--- src/rtl/usart_rx_pkg.sv ---
`default_nettype none
// +----------------------------------------------------------------------------+
// | Module   : usart_rx_pkg                                                    |
// | Brief    : Shared receiver definitions: state encoding and default widths. |
// | Revision : 1.0                                                             |
// +----------------------------------------------------------------------------+
package usart_rx_pkg;

   localparam int USART_DATA_BITS = 8;
   localparam int CPB_WIDTH       = 12;

   typedef enum logic [2:0] {
      ST_IDLE  = 3'd0,
      ST_START = 3'd1,
      ST_DATA  = 3'd2,
      ST_STOP  = 3'd3,
      ST_BREAK = 3'd4
   } rx_state_t;

endpackage
`default_nettype wire

--- src/rtl/usart_sync.sv ---
`default_nettype none
// +----------------------------------------------------------------------------+
// | Module   : usart_sync                                                      |
// | Brief    : Two-flop synchronizer for the serial line; resets to idle (1).  |
// | Revision : 1.0                                                             |
// +----------------------------------------------------------------------------+
module usart_sync (
   input  logic serial_clock,
   input  logic reset_n,
   input  logic d,
   output logic q
);

   logic r_meta;
   logic r_sync;

   always_ff @(posedge serial_clock or negedge reset_n) begin
      if (!reset_n) begin
         r_meta <= 1'b1;
         r_sync <= 1'b1;
      end else begin
         r_meta <= d;
         r_sync <= r_meta;
      end
   end

   assign q = r_sync;

endmodule
`default_nettype wire

--- src/rtl/usart_rx.sv ---
`default_nettype none
// +----------------------------------------------------------------------------+
// | Module   : usart_rx                                                        |
// | Brief    : 8N1 serial receiver with valid/ack handoff, framing/overrun.    |
// | Revision : 1.0                                                             |
// +----------------------------------------------------------------------------+
module usart_rx
   import usart_rx_pkg::*;
#(
   parameter int DATA_BITS = USART_DATA_BITS
) (
   input  logic                 serial_clock,
   input  logic                 reset_n,
   input  logic [CPB_WIDTH-1:0] clocks_per_bit,
   input  logic                 rx_pin,
   output logic [DATA_BITS-1:0] data_out,
   output logic                 valid,
   input  logic                 ack,
   output logic                 framing_error,
   output logic                 overrun
);

   localparam int              IDX_W    = (DATA_BITS > 1) ? $clog2(DATA_BITS) : 1;
   localparam logic [IDX_W-1:0] LAST_IDX = IDX_W'(DATA_BITS - 1);

   logic                 w_rxs;
   rx_state_t            r_state;
   rx_state_t            w_state_next;
   logic [CPB_WIDTH-1:0] r_cpb;
   logic [CPB_WIDTH-1:0] r_cnt;
   logic [CPB_WIDTH-1:0] w_cnt_next;
   logic [IDX_W-1:0]     r_idx;
   logic [IDX_W-1:0]     w_idx_next;
   logic [DATA_BITS-1:0] r_shift;
   logic                 w_tick;
   logic                 w_shift_en;
   logic                 w_latch_cpb;
   logic                 w_deliver;
   logic                 w_frame_err;

   usart_sync u_sync (
      .serial_clock (serial_clock),
      .reset_n      (reset_n),
      .d            (rx_pin),
      .q            (w_rxs)
   );

   assign w_tick = (r_cnt == '0);

   // Half-period first load centres every later sample in its bit cell.
   always_comb begin
      w_state_next = r_state;
      w_cnt_next   = w_tick ? r_cnt : r_cnt - CPB_WIDTH'(1);
      w_idx_next   = r_idx;
      w_shift_en   = 1'b0;
      w_latch_cpb  = 1'b0;
      w_deliver    = 1'b0;
      w_frame_err  = 1'b0;
      case (r_state)
         ST_IDLE: begin
            if (!w_rxs) begin
               w_state_next = ST_START;
               w_cnt_next   = clocks_per_bit >> 1;
               w_latch_cpb  = 1'b1;
            end
         end
         ST_START: begin
            if (w_tick) begin
               if (w_rxs) begin
                  w_state_next = ST_IDLE;
               end else begin
                  w_state_next = ST_DATA;
                  w_cnt_next   = r_cpb;
                  w_idx_next   = '0;
               end
            end
         end
         ST_DATA: begin
            if (w_tick) begin
               w_shift_en = 1'b1;
               w_cnt_next = r_cpb;
               w_idx_next = r_idx + IDX_W'(1);
               if (r_idx == LAST_IDX) begin
                  w_state_next = ST_STOP;
               end
            end
         end
         ST_STOP: begin
            if (w_tick) begin
               if (w_rxs) begin
                  w_deliver    = 1'b1;
                  w_state_next = ST_IDLE;
               end else begin
                  w_frame_err  = 1'b1;
                  w_state_next = ST_BREAK;
               end
            end
         end
         ST_BREAK: begin
            if (w_rxs) begin
               w_state_next = ST_IDLE;
            end
         end
         default: w_state_next = ST_IDLE;
      endcase
   end

   always_ff @(posedge serial_clock or negedge reset_n) begin
      if (!reset_n) begin
         r_state <= ST_IDLE;
      end else begin
         r_state <= w_state_next;
      end
   end

   always_ff @(posedge serial_clock or negedge reset_n) begin
      if (!reset_n) begin
         r_cpb   <= '0;
         r_cnt   <= '0;
         r_idx   <= '0;
         r_shift <= '0;
      end else begin
         r_cnt <= w_cnt_next;
         r_idx <= w_idx_next;
         if (w_latch_cpb) begin
            r_cpb <= clocks_per_bit;
         end
         if (w_shift_en) begin
            r_shift <= {w_rxs, r_shift[DATA_BITS-1:1]};
         end
      end
   end

   // A delivery that coincides with an ack replaces the byte and keeps valid set.
   always_ff @(posedge serial_clock or negedge reset_n) begin
      if (!reset_n) begin
         data_out      <= '0;
         valid         <= 1'b0;
         framing_error <= 1'b0;
         overrun       <= 1'b0;
      end else begin
         framing_error <= w_frame_err;
         overrun       <= 1'b0;
         if (w_deliver) begin
            if (!valid || ack) begin
               data_out <= r_shift;
               valid    <= 1'b1;
            end else begin
               overrun <= 1'b1;
            end
         end else if (valid && ack) begin
            valid <= 1'b0;
         end
      end
   end

endmodule
`default_nettype wire
--- config.mk ---
export PLATFORM = sky130hd
export DESIGN_NAME = usart_rx
export DESIGN_NICKNAME = d
export VERILOG_FILES = /design/src/rtl/usart_rx_pkg.sv /design/src/rtl/usart_sync.sv /design/src/rtl/usart_rx.sv
export SDC_FILE = /design/constraint.sdc
export NUM_CORES = 1
export LEC_CHECK = 0
export CORE_AREA = 2 2 77 79
export DETAILED_ROUTE_END_ITERATION = 8
export DIE_AREA = 0 0 79 81
export GPL_TIMING_DRIVEN = 1
export PLACE_DENSITY = 0.68
export RECOVER_POWER = 25
export SYNTH_ARGS = -nofsm -noshare
export SYNTH_HDL_FRONTEND = slang
export SYNTH_SLANG_ARGS = --single-unit
--- constraint.sdc ---
create_clock -name serial_clock -period 2.2 [get_ports serial_clock]
set_clock_uncertainty 0.1 [all_clocks]
set_input_delay 0.55 -clock serial_clock [delete_from_list [all_inputs] [get_ports serial_clock]]
set_output_delay 0.55 -clock serial_clock [all_outputs]
set_load 0.02 [all_outputs]
==> flow_summary.toml <==
# generated from flow reports
[job]
cap_violations = 1

[grt]
grt-ovfl-total = 0
grt_max_degree = 28

[synth]
netlist_instances = 223
ys_ff = 51
syn_nets = 242
async_flop_share = 1.00
yosys-top-cells-area = "dfrtp_1 (49%), mux2_2 (8.2%), nand2_1 (3.3%)"
avgSynthCellArea_um2 = 11.1
synth_top_cell_by_count = "dfrtp_1"
yosysSeqAreaShare = 0.515
yosys-top-cells-count = "dfrtp_1 (49), nand2_1 (22), mux2_2 (18)"
yosysWarnings = 0
ff_type = "dfrtp_1"
synthDistinctLibCells = 51

[die]
initCoreUtil = 0.437
rows = 28
die_height_um = 81
coreArea_um2 = 5680
well_tap_count = 75

[timing]
setup_viol_count_final = 7
min_period_over_period = 1.04
max_clock_freq_ghz = 0.439
slew_violations = 27
rsz0062_at_grt = "yes"
min_period_ns = 2.28
final.setup.worst_slack_ns = -0.0794
worstMarginPinSlew_ns = 1.52
whs_ns = 0.262

[hold_path]
min_to = "u_sync.q"
holdPathStages = 0

[clock_network]
cts_tree = "done"
clkLatencyLatePin_ns = 0.30
cts_max_level = 2
cts.path.max_buffers = 2
cts_buffers = 5
post-cts-setup-buffers = 2
clock-sinks = 51

[critical_path]
cpPeakStageDelay_ns = 0.55
critical_path.startpoint = "r_cnt[1]"
crit_fanout = 7
cp.arrival_ns = 2.37
crit_required_ns = 2.29
r2r_setup_slack_ns = -0.08
cp.depth = 6
cp-end-kind = "flip-flop"
start_kind = "flip-flop"
rr_startpoint = "r_cnt[1]"
cp_cell_sequence = "inv_2 -> ha_2 -> or4b_4 -> o311ai_1 -> o211ai_1 -> a221o_1"
cpLargestDelayFamily = "AND-OR/OR-AND gates"
cp-endpoint = "r_cnt[1]"

[placed_design]
placed_cells = 337
gp_congestion = 0.831
post-place-ws_ns = -0.0285
hpwl_mm = 3.67

[layout]
final_cells = 349
n_all_buffers = 55
lay_top_count = "dfrtp_1"
num-nets-final = 292
dominant_cells = "flip-flops and latches"
inv_count = 10
final_area_um2 = 3190
final_cell_mix = "dfrtp_1 (49), buf_4 (26), clkdlybuf4s50_1 (24), nand2_1 (21), mux2_2 (18)"
ff_latch_area_um2 = 1280
fillers = 504
n_antenna_cell = 0
clk_share = 0.0365
area_growth_pct = 28.4

[pwr]
peakVddDrop_uv = 465
power.density_nw_per_um2 = 951
design_power_total_uw = 3030
p_leak_uw = 0.00149

[detailed_routing]
ant_nets = 0
initialDrtViolationCount = 127

[status]
violations = "capacitance limit, slew limit, setup timing"
outcome = "complete, but fails checks"
[layer usage]
metal  GRT usage  up-vias  part of all wire
li1            -      911                 -
met1       0.239      945              0.45
met2       0.292       49              0.48
met3      0.0200        6             0.055
met4      0.0569        0             0.014
met5           0        -                 0
[power breakdown]
part | internal [uW] | switching (uW)
logic | 562 | 523
registers | 1130 | 137
clock network | 345 | 327
total | 2040 | 988
[registers in the layout, summed over array words and instances, names as in the netlist]
name	count
r_state	3
r_cnt	12
framing_error	1
data_out	8
r_cpb	12
r_shift	8
overrun	1
u_sync.q	1
u_sync.r_meta	1
r_idx	3
valid	1
[cell families after synthesis]
family,share of synthesized area
multiplexers,0.0978
adder cells (fa/ha/maj),0.0151
AND-OR/OR-AND,0.149
AND/OR/NAND/NOR,0.181
flip-flops,0.515
buffers and inverters,0.0418
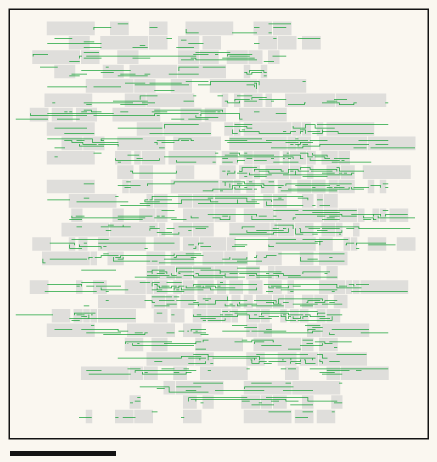
(M1 wires)
Bar = 20 um.
longest straight run: 28.5 um
nets with wire on the layer: 267
share of all routed wire: 45%
WL final: 5.25 mm
met1 Use GR: 0.239
routed via count: 1911

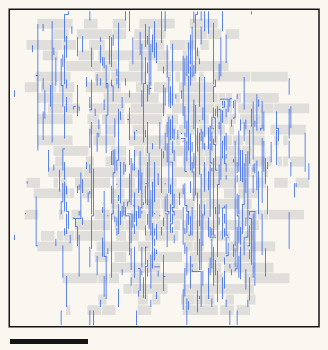
(M2 wires)
Bar = 20 um.
wire length on this layer: 2510 um
share of all routed wire: 48%
longest straight run: 32.3 um
main direction: vertical
nets with wire on the layer: 251
met2 GRT Util: 0.292

